==> run_1/ff_map.png <==
Other sequential cells in the stronger gray, the rest of the logic in the fainter gray.
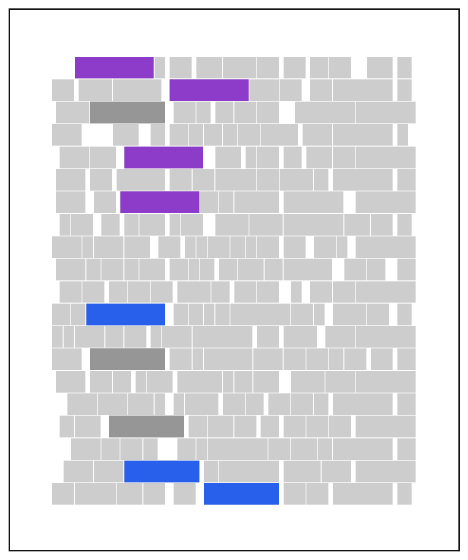
==> run_1/m3.png <==
Bar = 20 um.
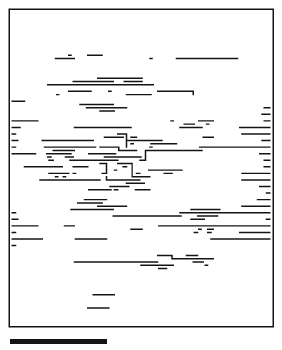
==> run_1/congestion_map.png <==
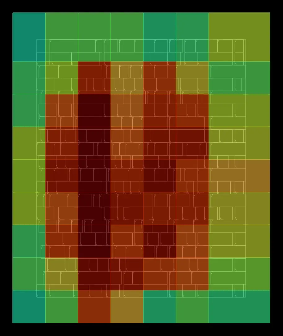
[src/rtl/mc_controller_v2.sv]
// Multicycle MIPS-subset control unit: Moore FSM with opcode/func decode, ALU control,
// memory wait-state handshake and an illegal-instruction trap path.
module mc_controller_v2 #(
  parameter int unsigned MEM_WAIT_EN = 1,
  parameter int unsigned TRAP_EN     = 1,
  parameter int unsigned ALUOP_W     = 3
) (
  input  logic               clk,
  input  logic               rst,
  input  logic [5:0]         opc,
  input  logic [5:0]         func,
  input  logic               zero,
  input  logic               MemReady,
  output logic               PCLoad,
  output logic               IorD,
  output logic               IRWrite,
  output logic               RegDst,
  output logic               JalSig1,
  output logic               JalSig2,
  output logic               MemToReg,
  output logic               MemRead,
  output logic               MemWrite,
  output logic               RegWrite,
  output logic               ALUSrcA,
  output logic [1:0]         ALUSrcB,
  output logic               ExtOp,
  output logic [ALUOP_W-1:0] ALUOperation,
  output logic [2:0]         PCSrc,
  output logic               EPCWrite,
  output logic               Trap
);

  localparam logic [3:0] S_FETCH   = 4'd0;
  localparam logic [3:0] S_DECODE  = 4'd1;
  localparam logic [3:0] S_EXEC_R  = 4'd2;
  localparam logic [3:0] S_ALUWB_R = 4'd3;
  localparam logic [3:0] S_EXEC_I  = 4'd4;
  localparam logic [3:0] S_ALUWB_I = 4'd5;
  localparam logic [3:0] S_MEMADR  = 4'd6;
  localparam logic [3:0] S_MEMRD   = 4'd7;
  localparam logic [3:0] S_MEMWB   = 4'd8;
  localparam logic [3:0] S_MEMWR   = 4'd9;
  localparam logic [3:0] S_BRANCH  = 4'd10;
  localparam logic [3:0] S_JUMP    = 4'd11;
  localparam logic [3:0] S_JAL     = 4'd12;
  localparam logic [3:0] S_JR      = 4'd13;
  localparam logic [3:0] S_TRAP    = 4'd14;

  localparam logic [2:0] ALU_AND = 3'b000;
  localparam logic [2:0] ALU_OR  = 3'b001;
  localparam logic [2:0] ALU_ADD = 3'b010;
  localparam logic [2:0] ALU_SUB = 3'b110;
  localparam logic [2:0] ALU_SLT = 3'b111;

  localparam logic [5:0] OP_R    = 6'b000000;
  localparam logic [5:0] OP_LW   = 6'b100011;
  localparam logic [5:0] OP_SW   = 6'b101011;
  localparam logic [5:0] OP_ADDI = 6'b001000;
  localparam logic [5:0] OP_ANDI = 6'b001100;
  localparam logic [5:0] OP_ORI  = 6'b001101;
  localparam logic [5:0] OP_SLTI = 6'b001010;
  localparam logic [5:0] OP_BEQ  = 6'b000100;
  localparam logic [5:0] OP_BNE  = 6'b000101;
  localparam logic [5:0] OP_J    = 6'b000010;
  localparam logic [5:0] OP_JAL  = 6'b000011;

  localparam logic [5:0] FN_JR  = 6'b001000;
  localparam logic [5:0] FN_ADD = 6'b100000;
  localparam logic [5:0] FN_SUB = 6'b100010;
  localparam logic [5:0] FN_AND = 6'b100100;
  localparam logic [5:0] FN_OR  = 6'b100101;
  localparam logic [5:0] FN_SLT = 6'b101010;

  localparam logic [3:0] S_ILLEGAL = (TRAP_EN != 0) ? S_TRAP : S_FETCH;

  logic [3:0] r_state;
  logic [2:0] r_aluop;
  logic       r_extop;
  logic       r_is_sw;
  logic       r_is_bne;

  logic [3:0] w_next;
  logic [3:0] w_dec_next;
  logic [2:0] w_dec_aluop;
  logic       w_dec_extop;
  logic       w_dec_sw;
  logic       w_dec_bne;
  logic       w_rdy;
  logic [2:0] w_alu;

  // Memory completion; a single-cycle memory is always ready.
  assign w_rdy = (MEM_WAIT_EN == 0) || MemReady;

  always_ff @(posedge clk or negedge rst) begin
    if (!rst) begin
      r_state <= S_FETCH;
    end else begin
      r_state <= w_next;
    end
  end

  // Instruction class is latched in DECODE so later states do not depend on the IR bus.
  always_ff @(posedge clk or negedge rst) begin
    if (!rst) begin
      r_aluop  <= ALU_ADD;
      r_extop  <= 1'b0;
      r_is_sw  <= 1'b0;
      r_is_bne <= 1'b0;
    end else if (r_state == S_DECODE) begin
      r_aluop  <= w_dec_aluop;
      r_extop  <= w_dec_extop;
      r_is_sw  <= w_dec_sw;
      r_is_bne <= w_dec_bne;
    end
  end

  always_comb begin
    w_dec_next  = S_ILLEGAL;
    w_dec_aluop = ALU_ADD;
    w_dec_extop = 1'b0;
    w_dec_sw    = 1'b0;
    w_dec_bne   = 1'b0;
    case (opc)
      OP_R: begin
        case (func)
          FN_JR:  w_dec_next = S_JR;
          FN_ADD: begin w_dec_next = S_EXEC_R; w_dec_aluop = ALU_ADD; end
          FN_SUB: begin w_dec_next = S_EXEC_R; w_dec_aluop = ALU_SUB; end
          FN_AND: begin w_dec_next = S_EXEC_R; w_dec_aluop = ALU_AND; end
          FN_OR:  begin w_dec_next = S_EXEC_R; w_dec_aluop = ALU_OR;  end
          FN_SLT: begin w_dec_next = S_EXEC_R; w_dec_aluop = ALU_SLT; end
          default: w_dec_next = S_ILLEGAL;
        endcase
      end
      OP_LW:   w_dec_next = S_MEMADR;
      OP_SW:   begin w_dec_next = S_MEMADR; w_dec_sw = 1'b1; end
      OP_ADDI: begin w_dec_next = S_EXEC_I; w_dec_aluop = ALU_ADD; end
      OP_ANDI: begin w_dec_next = S_EXEC_I; w_dec_aluop = ALU_AND; w_dec_extop = 1'b1; end
      OP_ORI:  begin w_dec_next = S_EXEC_I; w_dec_aluop = ALU_OR;  w_dec_extop = 1'b1; end
      OP_SLTI: begin w_dec_next = S_EXEC_I; w_dec_aluop = ALU_SLT; end
      OP_BEQ:  w_dec_next = S_BRANCH;
      OP_BNE:  begin w_dec_next = S_BRANCH; w_dec_bne = 1'b1; end
      OP_J:    w_dec_next = S_JUMP;
      OP_JAL:  w_dec_next = S_JAL;
      default: w_dec_next = S_ILLEGAL;
    endcase
  end

  // Next state and Moore outputs; everything is held at zero while reset is asserted.
  always_comb begin
    w_next    = r_state;
    w_alu     = ALU_AND;
    PCLoad    = 1'b0;
    IorD      = 1'b0;
    IRWrite   = 1'b0;
    RegDst    = 1'b0;
    JalSig1   = 1'b0;
    JalSig2   = 1'b0;
    MemToReg  = 1'b0;
    MemRead   = 1'b0;
    MemWrite  = 1'b0;
    RegWrite  = 1'b0;
    ALUSrcA   = 1'b0;
    ALUSrcB   = 2'b00;
    ExtOp     = 1'b0;
    PCSrc     = 3'b000;
    EPCWrite  = 1'b0;
    Trap      = 1'b0;
    case (r_state)
      S_FETCH: begin
        MemRead = 1'b1;
        ALUSrcB = 2'b01;
        w_alu   = ALU_ADD;
        IRWrite = w_rdy;
        PCLoad  = w_rdy;
        if (w_rdy) w_next = S_DECODE;
      end
      S_DECODE: begin
        ALUSrcB = 2'b11;
        w_alu   = ALU_ADD;
        w_next  = w_dec_next;
      end
      S_EXEC_R: begin
        ALUSrcA = 1'b1;
        w_alu   = r_aluop;
        w_next  = S_ALUWB_R;
      end
      S_ALUWB_R: begin
        RegDst   = 1'b1;
        RegWrite = 1'b1;
        w_next   = S_FETCH;
      end
      S_EXEC_I: begin
        ALUSrcA = 1'b1;
        ALUSrcB = 2'b10;
        ExtOp   = r_extop;
        w_alu   = r_aluop;
        w_next  = S_ALUWB_I;
      end
      S_ALUWB_I: begin
        ExtOp    = r_extop;
        RegWrite = 1'b1;
        w_next   = S_FETCH;
      end
      S_MEMADR: begin
        ALUSrcA = 1'b1;
        ALUSrcB = 2'b10;
        w_alu   = ALU_ADD;
        w_next  = r_is_sw ? S_MEMWR : S_MEMRD;
      end
      S_MEMRD: begin
        MemRead = 1'b1;
        IorD    = 1'b1;
        if (w_rdy) w_next = S_MEMWB;
      end
      S_MEMWB: begin
        MemToReg = 1'b1;
        RegWrite = 1'b1;
        w_next   = S_FETCH;
      end
      S_MEMWR: begin
        MemWrite = 1'b1;
        IorD     = 1'b1;
        if (w_rdy) w_next = S_FETCH;
      end
      S_BRANCH: begin
        ALUSrcA = 1'b1;
        w_alu   = ALU_SUB;
        PCSrc   = 3'b001;
        PCLoad  = r_is_bne ? !zero : zero;
        w_next  = S_FETCH;
      end
      S_JUMP: begin
        PCSrc  = 3'b010;
        PCLoad = 1'b1;
        w_next = S_FETCH;
      end
      S_JAL: begin
        PCSrc    = 3'b010;
        PCLoad   = 1'b1;
        JalSig1  = 1'b1;
        JalSig2  = 1'b1;
        RegWrite = 1'b1;
        w_next   = S_FETCH;
      end
      S_JR: begin
        PCSrc  = 3'b011;
        PCLoad = 1'b1;
        w_next = S_FETCH;
      end
      S_TRAP: begin
        EPCWrite = 1'b1;
        Trap     = 1'b1;
        PCSrc    = 3'b100;
        PCLoad   = 1'b1;
        w_next   = S_FETCH;
      end
      default: w_next = S_FETCH;
    endcase
    if (!rst) begin
      w_alu    = ALU_AND;
      PCLoad   = 1'b0;
      IorD     = 1'b0;
      IRWrite  = 1'b0;
      RegDst   = 1'b0;
      JalSig1  = 1'b0;
      JalSig2  = 1'b0;
      MemToReg = 1'b0;
      MemRead  = 1'b0;
      MemWrite = 1'b0;
      RegWrite = 1'b0;
      ALUSrcA  = 1'b0;
      ALUSrcB  = 2'b00;
      ExtOp    = 1'b0;
      PCSrc    = 3'b000;
      EPCWrite = 1'b0;
      Trap     = 1'b0;
    end
  end

  assign ALUOperation = ALUOP_W'(w_alu);

endmodule
[config.mk]
export PLATFORM = sky130hd
export DESIGN_NAME = mc_controller_v2
export DESIGN_NICKNAME = d
export VERILOG_FILES = /design/src/rtl/mc_controller_v2.sv
export SDC_FILE = /design/constraint.sdc
export NUM_CORES = 1
export LEC_CHECK = 0
export CAP_MARGIN = 25
export CORE_ASPECT_RATIO = 1.25
export CORE_MARGIN = 5
export CORE_UTILIZATION = 46
export CTS_CLUSTER_DIAMETER = 200
export DETAILED_ROUTE_END_ITERATION = 8
export GPL_ROUTABILITY_DRIVEN = 0
export PLACE_DENSITY = 0.81
export REMOVE_ABC_BUFFERS = 1
export SLEW_MARGIN = 20
export SYNTH_ARGS = -nofsm -noshare
export SYNTH_HDL_FRONTEND = slang
export SYNTH_SLANG_ARGS = --single-unit
[constraint.sdc]
create_clock -name clk -period 2.14 [get_ports clk]
set_input_delay 0.535 -clock clk [delete_from_list [all_inputs] [get_ports clk]]
set_output_delay 0.535 -clock clk [all_outputs]
set_load 0.05 [all_outputs]
==> GITHUB_STEP_SUMMARY, run 1 <==
### Flow metrics

| Metric | Value |
|---|---|
| Status | `finished with violations` |
| Failing checks | `setup timing` |
| Post-Synth Simple-Gate Area | `0.3492` |
| P_comb | `1.92 mW` |
| Root buffer cell | `clkbuf_4` |
| CTS resizes | `21` |
| Slack of the worst reg-to-reg path | `0.30 ns` |
| Clk buf depth | `2` |
| CTS clk-pin slew, worst paths | `0.08 ns` |
| Top Layout Cells | `buf_4, buf_12, nand2_1` |
| Core ar. | `2402 um2` |
| DRC viols | `0` |
| VDD IR-drop max | `692.9 uV` |
| Largest power group | `combinational logic` |
| Clk ins delay skew pair | `0.30 ns` |
| Synth-to-Final Area Change | `96.35%` |
| Setup CP Type | `reg2out` |
| Setup TNS | `-1.025 ns` |
| Worst setup margin | `-0.1587 ns` |
| Largest cells by area | `dfrtp_1, a21oi_1, nand2_1, nand2b_1, nor3_1` |
| Pleak | `0.9082 nW` |
| Combinational Area | `914.6 um2` |
| Endpoints failing setup | `14` |
| Cell area after synthesis | `1132 um2` |
| WHS | `0.2593 ns` |
| Antenna cells | `0` |
| Share of the clock period used by the worst path | `1.074` |
| Die width | `54.38 um` |
| GRT overflow | `0` |
About ff_map.png:
| netlist name | color | flops |
|---|---|---|
| r_aluop | blue | 3 |
| r_state | purple | 4 |
fraction of area in registers: 0.1154
Register Area: 256.5 um2
Util after Layout: 0.9255
Seq power: 337 uW

About m3.png:
wire length on this layer: 568 um
nets with wire on the layer: 83
share of all routed wire: 9.0%
longest straight run: 23.0 um
main direction: horizontal
WL final: 6351 um
Vias: 1764
met3 Resource Use GR: 0.04308

About congestion_map.png:
met1 global-route usage: 0.2690
met2 Use GR: 0.5314
grt peak-use layer: met2
Wirelength per Cell: 24.24 um

==> run 1: cell type report <==
type,instances,share of cell area
clock buffer,4,0.01182
inverter,4,0.009004
multi-input combinational,125,0.4114
sequential,10,0.1154
tap,33,0.01857
timing repair buffer,86,0.4339
==> run 1: cell usage after synthesis, drive strengths merged, types with 3 or more instances <==
library cell  instances
a21oi                16
inv                   4
clkbuf                8
nor2                 12
o41ai                 3
nor4b                 5
a31oi                 4
nand2b                9
nand2                15
buf                   5
dfrtp                 9
nor3                 10
o21ai                 7
or3                   5
nor3b                 3
==> run 1: layer usage <==
layer	vias to the layer above	wire, um
met1	819	2278
met4	0	424
li1	725	-
met2	166	3080
met5	-	0
met3	54	568
## Run 2: what changed since run 1
--- a/config.mk
+++ b/config.mk
@@ -5,16 +5,20 @@
 export SDC_FILE = /design/constraint.sdc
 export NUM_CORES = 1
 export LEC_CHECK = 0
+export ABC_AREA = 1
 export CAP_MARGIN = 25
+export CELL_PAD_IN_SITES_DETAIL_PLACEMENT = 1
+export CELL_PAD_IN_SITES_GLOBAL_PLACEMENT = 2
 export CORE_ASPECT_RATIO = 1.25
 export CORE_MARGIN = 5
-export CORE_UTILIZATION = 46
+export CORE_UTILIZATION = 22
 export CTS_CLUSTER_DIAMETER = 200
 export DETAILED_ROUTE_END_ITERATION = 8
 export GPL_ROUTABILITY_DRIVEN = 0
-export PLACE_DENSITY = 0.81
+export PLACE_DENSITY_LB_ADDON = 0.1
 export REMOVE_ABC_BUFFERS = 1
 export SLEW_MARGIN = 20
 export SYNTH_ARGS = -nofsm -noshare
 export SYNTH_HDL_FRONTEND = slang
 export SYNTH_SLANG_ARGS = --single-unit
+export TNS_END_PERCENT = 100
==> run 2 against run 1 <==
The run now ends clean; critical path depth increased by 2; first-iteration DRC count decreased by 70%; final cell count increased by 20%; critical path type unchanged; synthesized cell count increased by 26%; design area decreased by 6.5%; synthesized area decreased by 2.0%; routed wire length decreased by 34%.
==> GITHUB_STEP_SUMMARY, run 2 <==
### Flow metrics

| Metric | Value |
|---|---|
| Largest cells by area | `dfrtp_1, nand2_1, nor2_1, nand3_1, inv_1` |
| Util after Layout | `0.4183` |
| Clk ins delay skew pair | `0.23 ns` |
| DRC viols | `0` |
| Largest power group | `combinational logic` |
| Root buffer cell | `clkbuf_8` |
| Clk buf depth | `2` |
| CTS resizes | `15` |
| Setup CP Type | `reg2out` |
| Met2 Use GR | `0.2887` |
| Status | `finished clean` |
| Met1 global-route usage | `0.1357` |
| GRT overflow | `0` |
| Synth cell count leaders | `nand2_1, nor2_1, inv_1, nand3_1, a21oi_1` |
| WL final | `4182 um` |
| CTS clk-pin slew, worst paths | `0.05 ns` |
| Setup TNS | `0 ns` |
| Synth-to-Final Area Change | `87.37%` |
| Met3 Resource Use GR | `0.007874` |
| Pleak | `0.9934 nW` |
| Antenna cells | `0` |
| Core ar. | `4971 um2` |
| Share of the clock period used by the worst path | `0.9903` |
| Top Layout Cells | `nand2_1, nor2_1, buf_4` |
| Post-Synth Simple-Gate Area | `0.4949` |
| Wirelength per Cell | `13.28 um` |
| Die width | `73.53 um` |
run 2: layer usage:
metal | vias up | share of wire
met4 | 0 | 0.013
met3 | 6 | 0.030
met1 | 677 | 0.36
met2 | 29 | 0.60
li1 | 736 | -
met5 | - | 0
run 2: cell type report:
class	instances	share of cell area
Inverter	32	0.05836
Sequential cell	10	0.1221
Clock buffer	4	0.02166
Multi-Input combinational cell	145	0.3815
Timing Repair Buffer	62	0.3791
Tap cell	62	0.03730
run 2: worst max path at each step:
stage,from,to,slack [ns],cells past startpoint
after global routing,r_state[0],PCLoad,-0.06,6
after CTS,r_state[0],ALUOperation[2],0.002,8
after floorplan,rst,EPCWrite,-1.34,2
final,r_state[0],PCLoad,0.02,6
after global placement,rst,JalSig2,-0.14,6
after detailed placement,rst,JalSig2,-0.19,6
==> run_2/ff_map.png <==
Other sequential cells in the stronger gray, the rest of the logic in the fainter gray.
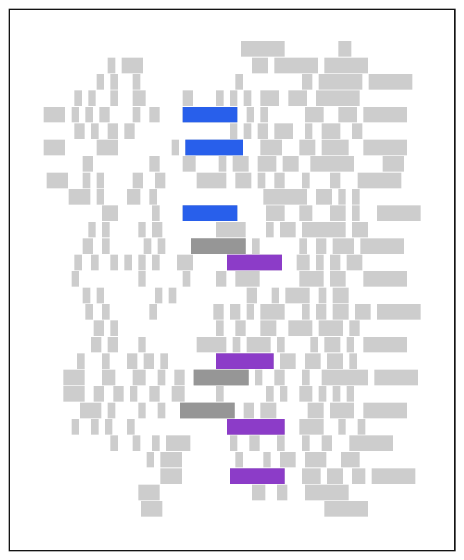
| netlist name | color | flops |
|---|---|---|
| r_state | purple | 4 |
| r_aluop | blue | 3 |
fraction of area in registers: 0.1221
Seq power: 316 uW
Register Area: 254.0 um2

No activity file was given, so power comes from the tool's default toggle rates.
